--- config.mk ---
export PLATFORM = sky130hd
export DESIGN_NAME = muldiv_unit
export DESIGN_NICKNAME = d
export VERILOG_FILES = /design/src/rtl/muldiv_pkg.sv /design/src/rtl/muldiv_unit.sv
export SDC_FILE = /design/constraint.sdc
export NUM_CORES = 1
export LEC_CHECK = 0
export CAP_MARGIN = 10
export CELL_PAD_IN_SITES_DETAIL_PLACEMENT = 0
export CELL_PAD_IN_SITES_GLOBAL_PLACEMENT = 1
export CORE_ASPECT_RATIO = 1.1
export CORE_UTILIZATION = 40
export CTS_BUF_LIST = sky130_fd_sc_hd__clkbuf_2
export CTS_CLUSTER_DIAMETER = 80
export DETAILED_ROUTE_END_ITERATION = 10
export GPL_TIMING_DRIVEN = 0
export HOLD_SLACK_MARGIN = 0.08
export PLACE_DENSITY_LB_ADDON = 0.1
export SLEW_MARGIN = 20
export SYNTH_ARGS = -nofsm -noshare
export SYNTH_HDL_FRONTEND = slang
export SYNTH_SLANG_ARGS = --single-unit
--- constraint.sdc ---
create_clock -name clk -period 8.25 [get_ports clk]
set_input_delay 1.2375 -clock clk [delete_from_list [all_inputs] [get_ports clk]]
set_output_delay 1.2375 -clock clk [all_outputs]
set_load 0.01 [all_outputs]
--- src/rtl/muldiv_pkg.sv ---
// muldiv_pkg -- shared definitions for the iterative multiply/divide unit.
// Contents:
//   OP_MULT / OP_MULTU / OP_DIV / OP_DIVU : 2-bit operation encodings
//   state_t                               : sequencer states (IDLE, CALC, FIX)
// Encoding detail relied on by the datapath:
//   op[1] = 1 selects divide, op[0] = 0 selects signed operands.
package muldiv_pkg;

  localparam logic [1:0] OP_MULT  = 2'b00;
  localparam logic [1:0] OP_MULTU = 2'b01;
  localparam logic [1:0] OP_DIV   = 2'b10;
  localparam logic [1:0] OP_DIVU  = 2'b11;

  typedef enum logic [1:0] {
    IDLE = 2'b00,
    CALC = 2'b01,
    FIX  = 2'b10
  } state_t;

endpackage

--- src/rtl/muldiv_unit.sv ---
// muldiv_unit -- MIPS-style HI/LO multiply/divide unit, one radix-2 step per
// cycle (shift-add multiply, restoring divide on operand magnitudes).
// Ports:
//   clk, rst        : clock (rising edge), asynchronous active-high reset
//   start, op, a, b : request (sampled only in IDLE), operation, operands
//   hi_we, lo_we    : mthi/mtlo strobes, honoured only in IDLE with start=0
//   wdata           : mthi/mtlo data
//   busy, done      : operation in progress / one-cycle completion pulse
//   dbz             : last divide had a zero divisor (cleared by next start)
//   hi, lo          : architectural HI/LO registers
module muldiv_unit
  import muldiv_pkg::*;
#(
  parameter int WIDTH = 32,
  parameter int CNT_W = $clog2(WIDTH) + 1
) (
  input  logic             clk,
  input  logic             rst,
  input  logic             start,
  input  logic [1:0]       op,
  input  logic [WIDTH-1:0] a,
  input  logic [WIDTH-1:0] b,
  input  logic             hi_we,
  input  logic             lo_we,
  input  logic [WIDTH-1:0] wdata,
  output logic             busy,
  output logic             done,
  output logic             dbz,
  output logic [WIDTH-1:0] hi,
  output logic [WIDTH-1:0] lo
);

  localparam logic [WIDTH-1:0]   ZERO_W  = {WIDTH{1'b0}};
  localparam logic [WIDTH-1:0]   ONE_W   = {{(WIDTH-1){1'b0}}, 1'b1};
  localparam logic [WIDTH-1:0]   ONES_W  = {WIDTH{1'b1}};
  localparam logic [2*WIDTH-1:0] ONE_2W  = {{(2*WIDTH-1){1'b0}}, 1'b1};
  localparam logic [CNT_W-1:0]   CNT_ONE = {{(CNT_W-1){1'b0}}, 1'b1};
  localparam logic [CNT_W-1:0]   CNT_LD  = CNT_W'(WIDTH);

  // Two's complement magnitude of v when neg is set, v itself otherwise.
  function automatic logic [WIDTH-1:0] mag(input logic [WIDTH-1:0] v, input logic neg);
    mag = neg ? (~v + ONE_W) : v;
  endfunction

  state_t             state_r, state_s;
  logic [CNT_W-1:0]   cnt_r;
  logic               is_div_r, neg_q_r, neg_r_r, bz_r;
  logic [WIDTH-1:0]   a_r;
  // Multiply: acc_r = running upper half, lo_acc_r = multiplier shifting out / product low half.
  // Divide:   acc_r = partial remainder,  lo_acc_r = dividend shifting out / quotient bits in.
  logic [WIDTH:0]     acc_r;
  logic [WIDTH-1:0]   lo_acc_r;
  logic [WIDTH-1:0]   opnd_r;  // multiplicand or divisor magnitude
  logic [WIDTH-1:0]   hi_r, lo_r;
  logic               dbz_r, busy_r, done_r;

  logic               a_neg_s, b_neg_s;
  logic [WIDTH:0]     mul_sum_s, div_shift_s, div_diff_s;
  logic [WIDTH:0]     acc_nx_s;
  logic [WIDTH-1:0]   lo_nx_s;
  logic [2*WIDTH-1:0] prod_s;
  logic [WIDTH-1:0]   fix_hi_s, fix_lo_s;

  assign busy = busy_r;
  assign done = done_r;
  assign dbz  = dbz_r;
  assign hi   = hi_r;
  assign lo   = lo_r;

  // Operand sign extraction at request time; unsigned ops never count as negative.
  always_comb begin
    a_neg_s = ~op[0] & a[WIDTH-1];
    b_neg_s = ~op[0] & b[WIDTH-1];
  end

  // One radix-2 iteration for either operation.
  always_comb begin
    mul_sum_s   = acc_r + {1'b0, (lo_acc_r[0] ? opnd_r : ZERO_W)};
    div_shift_s = {acc_r[WIDTH-1:0], lo_acc_r[WIDTH-1]};
    div_diff_s  = div_shift_s - {1'b0, opnd_r};
    acc_nx_s    = acc_r;
    lo_nx_s     = lo_acc_r;
    if (is_div_r) begin
      // Restoring step: keep the difference only when it did not borrow.
      if (!div_diff_s[WIDTH]) begin
        acc_nx_s = div_diff_s;
        lo_nx_s  = {lo_acc_r[WIDTH-2:0], 1'b1};
      end else begin
        acc_nx_s = div_shift_s;
        lo_nx_s  = {lo_acc_r[WIDTH-2:0], 1'b0};
      end
    end else begin
      // Shift the (sum, multiplier) pair right by one; the sum's LSB becomes a product bit.
      acc_nx_s = {1'b0, mul_sum_s[WIDTH:1]};
      lo_nx_s  = {mul_sum_s[0], lo_acc_r[WIDTH-1:1]};
    end
  end

  // Sign correction and final HI/LO selection once all iterations are done.
  always_comb begin
    prod_s   = {acc_r[WIDTH-1:0], lo_acc_r};
    fix_hi_s = hi_r;
    fix_lo_s = lo_r;
    if (neg_q_r) begin
      prod_s = ~prod_s + ONE_2W;
    end else begin
      prod_s = {acc_r[WIDTH-1:0], lo_acc_r};
    end
    if (is_div_r) begin
      if (bz_r) begin
        fix_hi_s = a_r;
        fix_lo_s = ONES_W;
      end else begin
        // Quotient truncates toward zero; remainder follows the dividend's sign.
        // Most-negative / -1 falls out naturally: magnitude quotient 2^(W-1), positive sign.
        fix_hi_s = mag(acc_r[WIDTH-1:0], neg_r_r);
        fix_lo_s = mag(lo_acc_r, neg_q_r);
      end
    end else begin
      fix_hi_s = prod_s[2*WIDTH-1:WIDTH];
      fix_lo_s = prod_s[WIDTH-1:0];
    end
  end

  // Next-state logic: CALC runs WIDTH steps plus one terminal cycle, FIX lasts one cycle.
  always_comb begin
    state_s = state_r;
    case (state_r)
      IDLE: begin
        if (start) begin
          state_s = CALC;
        end else begin
          state_s = IDLE;
        end
      end
      CALC: begin
        if (cnt_r == {CNT_W{1'b0}}) begin
          state_s = FIX;
        end else begin
          state_s = CALC;
        end
      end
      FIX:     state_s = IDLE;
      default: state_s = IDLE;
    endcase
  end

  // State register with registered busy/done decoded from the next state.
  always_ff @(posedge clk or posedge rst) begin
    if (rst) begin
      state_r <= IDLE;
      busy_r  <= 1'b0;
      done_r  <= 1'b0;
    end else begin
      state_r <= state_s;
      busy_r  <= (state_s != IDLE);
      done_r  <= (state_s == FIX);
    end
  end

  // Datapath: operand capture, iteration, result write-back and mthi/mtlo.
  always_ff @(posedge clk or posedge rst) begin
    if (rst) begin
      cnt_r    <= {CNT_W{1'b0}};
      is_div_r <= 1'b0;
      neg_q_r  <= 1'b0;
      neg_r_r  <= 1'b0;
      bz_r     <= 1'b0;
      a_r      <= ZERO_W;
      acc_r    <= {(WIDTH+1){1'b0}};
      lo_acc_r <= ZERO_W;
      opnd_r   <= ZERO_W;
      hi_r     <= ZERO_W;
      lo_r     <= ZERO_W;
      dbz_r    <= 1'b0;
    end else begin
      case (state_r)
        IDLE: begin
          if (start) begin
            cnt_r    <= CNT_LD;
            is_div_r <= op[1];
            neg_q_r  <= a_neg_s ^ b_neg_s;
            neg_r_r  <= a_neg_s;
            bz_r     <= (b == ZERO_W);
            a_r      <= a;
            acc_r    <= {(WIDTH+1){1'b0}};
            dbz_r    <= 1'b0;
            if (op[1]) begin
              lo_acc_r <= mag(a, a_neg_s);
              opnd_r   <= mag(b, b_neg_s);
            end else begin
              lo_acc_r <= mag(b, b_neg_s);
              opnd_r   <= mag(a, a_neg_s);
            end
          end else begin
            if (hi_we) begin
              hi_r <= wdata;
            end
            if (lo_we) begin
              lo_r <= wdata;
            end
          end
        end
        CALC: begin
          if (cnt_r != {CNT_W{1'b0}}) begin
            acc_r    <= acc_nx_s;
            lo_acc_r <= lo_nx_s;
            cnt_r    <= cnt_r - CNT_ONE;
          end else begin
            // Results land on the edge that enters FIX so they are valid while done is high.
            hi_r  <= fix_hi_s;
            lo_r  <= fix_lo_s;
            dbz_r <= is_div_r & bz_r;
          end
        end
        FIX: begin
          cnt_r <= {CNT_W{1'b0}};
        end
        default: begin
          cnt_r <= {CNT_W{1'b0}};
        end
      endcase
    end
  end

endmodule

Figure 1. The clock network (run 1).
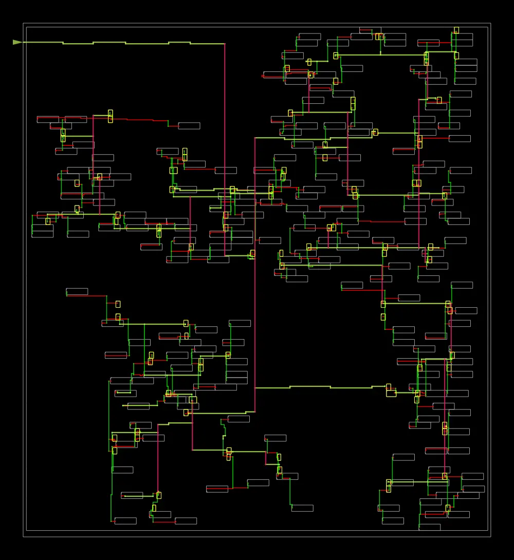
insertion delay at the late pin of the worst-skew pair: 1.16 ns
number of buffers created by CTS: 57

Figure 2. Sizing map (run 1).
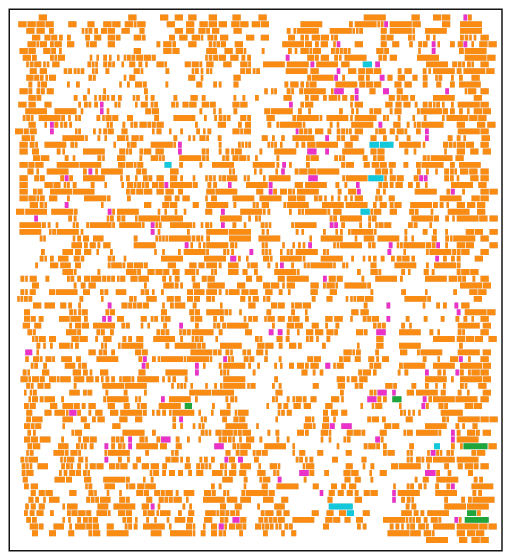
colour	size	cells
magenta	_2 cells	118
orange	_0 and _1 cells	2366
green	_6 and larger	5
cyan	_3 and _4 cells	9
post-route setup slack: 2.63 ns
non-clock buffer instance count of the final layout: 321
design area: 20100 µm²
post-synthesis to final-layout area growth: 17.3%

Figure 3. Selected gate families (run 1).
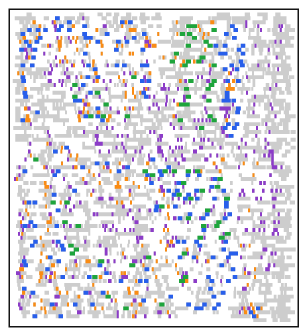
colour	family	cells
blue	xor and xnor cells	199
green	mux cells	77
orange	nor cells	247
purple	nand cells	443

==> out/qor.json, run 1 <==
{
  "total_number_of_h_tree_levels": 2,
  "netlist_instances": 2229,
  "grt_pass1_vias": 17400,
  "synth_async_sr_flop_share_pct": 100,
  "antenna_violations_before_repair": 3,
  "timing_hold_violations_final": 0,
  "post_synth_xor_area_fraction_pct": 10.2,
  "worst_setup_path_start_kind": "register",
  "pg_comb_w": 0.00670,
  "layout.cells.non_filler": 3069,
  "timing.hold.worst.class": "reg -> reg",
  "mappedNetlistArea_um2": 17200,
  "pin_count_of_the_biggest_net_entering_global_routing": 100,
  "dpl_worst_slack_ns": 2.76,
  "post_cts.resized_instances": 0,
  "synthesis.nets": 2405,
  "post_route_cells_drive_above_1_share_pct": 5.28,
  "final_hpwl_dp_mm": 65.3,
  "layout.filler_cells": 4448,
  "io_pins": 170,
  "min_period_ns": 5.62,
  "crit_path_end_kind": "register",
  "path_cells": "ha_1 -> a21oi_1 -> o21ai_0 -> a221oi_1 -> a21oi_1 -> nor2_1 -> o21ai_0 -> o211ai_1 -> o21ai_0 -> ha_1 -> buf_1 -> clkbuf_1 -> nand3_1 -> o211ai_1",
  "logic_area_um2": 11100,
  "layout.core_utilization_pct": 47.6,
  "enable_flop_cells": 0,
  "n_clock_buffer": 84,
  "multi_input_gate_share_of_total_cell_area_pct": 55.3,
  "synthesis.yosys.warnings": 0,
  "ys_dominant_reg_cell": "dfrtp_1",
  "drt-vias-per-instance": 6.01,
  "report.final.setup_viol": 0,
  "yosys-top-cells-count": "nand2_1 (325), o21ai_0 (242), dfrtp_1 (208), nor2_1 (174), a21oi_1 (156)",
  "power.clock.total_w": 0.000784,
  "final_common_cell": "nand2_1",
  "run_status": "finished, final reports clean",
  "synth.area.top_cells": "dfrtp_1 (30%), nand2_1 (7.1%), xnor2_1 (7.1%)",
  "ys_types": 75,
  "rows": 79,
  "whs_ns": 0.482,
  "r2r_slack_ns": 2.63
}
==> inputs of run 2 (changes only) <==
- clock period: 8.25 -> 5.2 ns (I/O delays scaled with it)
Figure 4. Selected gate families (run 2).
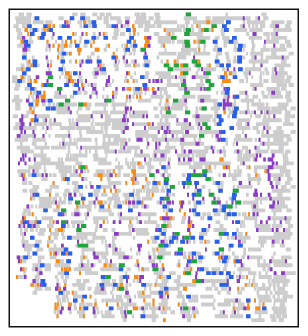
colour	family	cells
orange	nor cells	247
green	mux cells	77
purple	nand cells	443
blue	xor and xnor cells	199
multi-input gate share of total cell area: 55.0%
most common library cell in the layout ignoring fill and taps: nand2_1
non-filler cells, final: 3076

Figure 5. Cells coloured by class (run 2).
Bar = 50 µm. Fill, decap, tap and diode cells in grey.
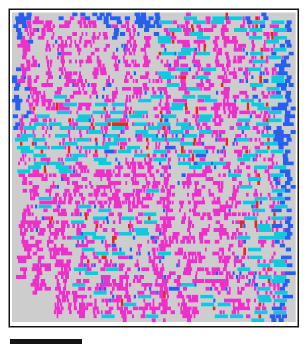
colour	class	cells	share of their area
red	clock drivers and dummy loads	99	2.7%
blue	remaining buffers and delay cells	325	12%
magenta	combinational and other logic	1871	58%
cyan	sequential cells	208	27%

==> out/qor.json, run 2 <==
{
  "total_number_of_h_tree_levels": {"value": 2, "change": "unchanged"},
  "worst_setup_path_start_kind": "register",
  "yosys-top-cells-count": "nand2_1 (325), o21ai_0 (242), dfrtp_1 (208), nor2_1 (174), a21oi_1 (156)",
  "enable_flop_cells": {"value": 0, "change": "unchanged"},
  "ys_dominant_reg_cell": "dfrtp_1",
  "final_hpwl_dp": {"value": 64.6, "unit": "mm", "change": "-1.1%"},
  "layout.core_utilization": {"value": 47.9, "unit": "%", "change": "+0.30 points"},
  "synth_async_sr_flop_share": {"value": 100, "unit": "%", "change": "unchanged"},
  "rows": {"value": 79, "change": "unchanged"},
  "post_cts.resized_instances": {"value": 2, "change": "+2"},
  "mappedNetlistArea": {"value": 17200, "unit": "µm²", "change": "unchanged"},
  "antenna_violations_before_repair": {"value": 5, "change": "+2"},
  "fin_area": {"value": 20300, "unit": "µm²", "change": "+0.63%"},
  "post_route_cells_drive_above_1_share": {"value": 5.87, "unit": "%", "change": "+0.59 points"},
  "whs": {"value": 0.140, "unit": "ns", "change": "-0.342 ns"},
  "netlist_instances": {"value": 2229, "change": "unchanged"},
  "crit_path_end_kind": "register",
  "run_status": "finished, final reports clean",
  "io_pins": {"value": 170, "change": "unchanged"},
  "synth.area.top_cells": "dfrtp_1 (30%), nand2_1 (7.1%), xnor2_1 (7.1%)",
  "ys_types": {"value": 75, "change": "unchanged"},
  "synthesis.nets": {"value": 2405, "change": "unchanged"},
  "report.final.setup_viol": {"value": 0, "change": "unchanged"}
}
Figure 6. The clock network (run 2).
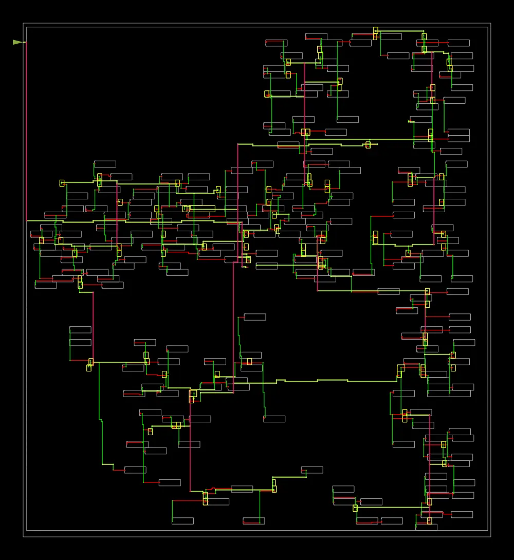
TritonCTS Sinks: 208
number of buffers created by CTS: 58
clock buffers: 89
skew final: 0.102 ns

==> inputs of run 3 (changes only) <==
- GPL_ROUTABILITY_DRIVEN: unset -> 0
Figure 7. Selected gate families (run 3).
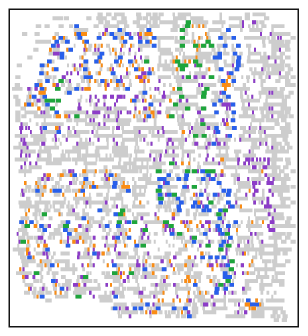
colour	family	cells
blue	xor and xnor cells	199
purple	nand cells	443
orange	nor cells	247
green	mux cells	77
multi-input gate share of total cell area: 55.1%
non-filler cells, final: 3069

Figure 8. Cells coloured by class (run 3).
Bar = 50 µm. Fill, decap, tap and diode cells in grey.
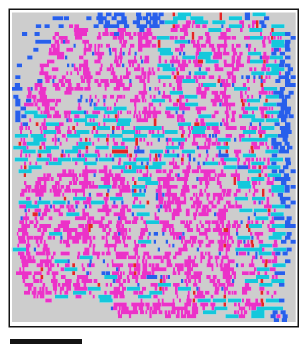
colour	class	cells	share of their area
cyan	sequential cells	208	27%
red	clock drivers and dummy loads	99	2.7%
blue	remaining buffers and delay cells	323	12%
magenta	combinational and other logic	1871	58%

==> out/qor.json, run 3 <==
{
  "fin_area": {"value": 20200, "unit": "µm²", "change": "-0.20%"},
  "grtUsageMet1_pct": 46.1,
  "netlist_instances": {"value": 2229, "change": "unchanged"},
  "yosys-stat-cells": 2229,
  "final_common_cell": "nand2_1",
  "worst_setup_path_start_kind": "register",
  "enable_flop_cells": {"value": 0, "change": "unchanged"},
  "total_number_of_h_tree_levels": {"value": 2, "change": "unchanged"},
  "yosys-mux-area-fraction_pct": 4.54,
  "post_cts.resized_instances": {"value": 2, "change": "unchanged"},
  "layout.core_utilization": {"value": 47.8, "unit": "%", "change": "-0.098 points"},
  "cts.sink_count": {"value": 208, "change": "unchanged"},
  "crit_path_end_kind": "register",
  "ys_dominant_reg_cell": "dfrtp_1",
  "rows": {"value": 79, "change": "unchanged"},
  "n_clock_buffer": {"value": 88, "change": "-1.1%"},
  "yosys.stat.seqShare_pct": 30.3,
  "clock_skew": {"value": 0.134, "unit": "ns", "change": "+0.0318 ns"},
  "yosys-top-cells-count": "nand2_1 (325), o21ai_0 (242), dfrtp_1 (208), nor2_1 (174), a21oi_1 (156)",
  "synth_async_sr_flop_share": {"value": 100, "unit": "%", "change": "unchanged"},
  "numCtsBuffers": {"value": 58, "change": "unchanged"},
  "io_pins": {"value": 170, "change": "unchanged"},
  "critical_path_buf_inv_count": 2,
  "run_status": "finished, final reports clean",
  "post_route_cells_drive_above_1_share": {"value": 5.68, "unit": "%", "change": "-0.20 points"},
  "synthesis.nets": {"value": 2405, "change": "unchanged"},
  "ys_types": {"value": 75, "change": "unchanged"},
  "report.final.setup_viol": {"value": 0, "change": "unchanged"},
  "final_hpwl_dp": {"value": 62.1, "unit": "mm", "change": "-3.9%"},
  "highest-signal-layer": "met4",
  "area.share.sequential_pct": 25.7,
  "mappedNetlistArea": {"value": 17200, "unit": "µm²", "change": "unchanged"}
}
Figure 9. The metal 2 layer (run 3).
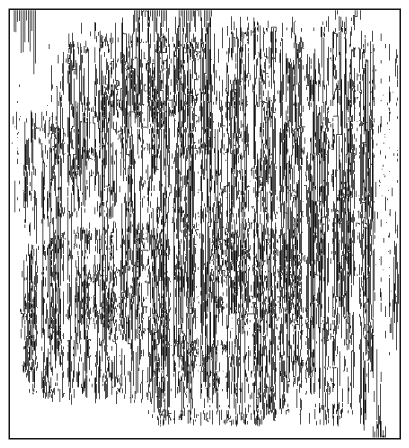
longest straight run	97.2 µm
nets with wire on the layer	2179
share of all routed wire	44%
wire length on this layer	34.4 mm
main direction	vertical

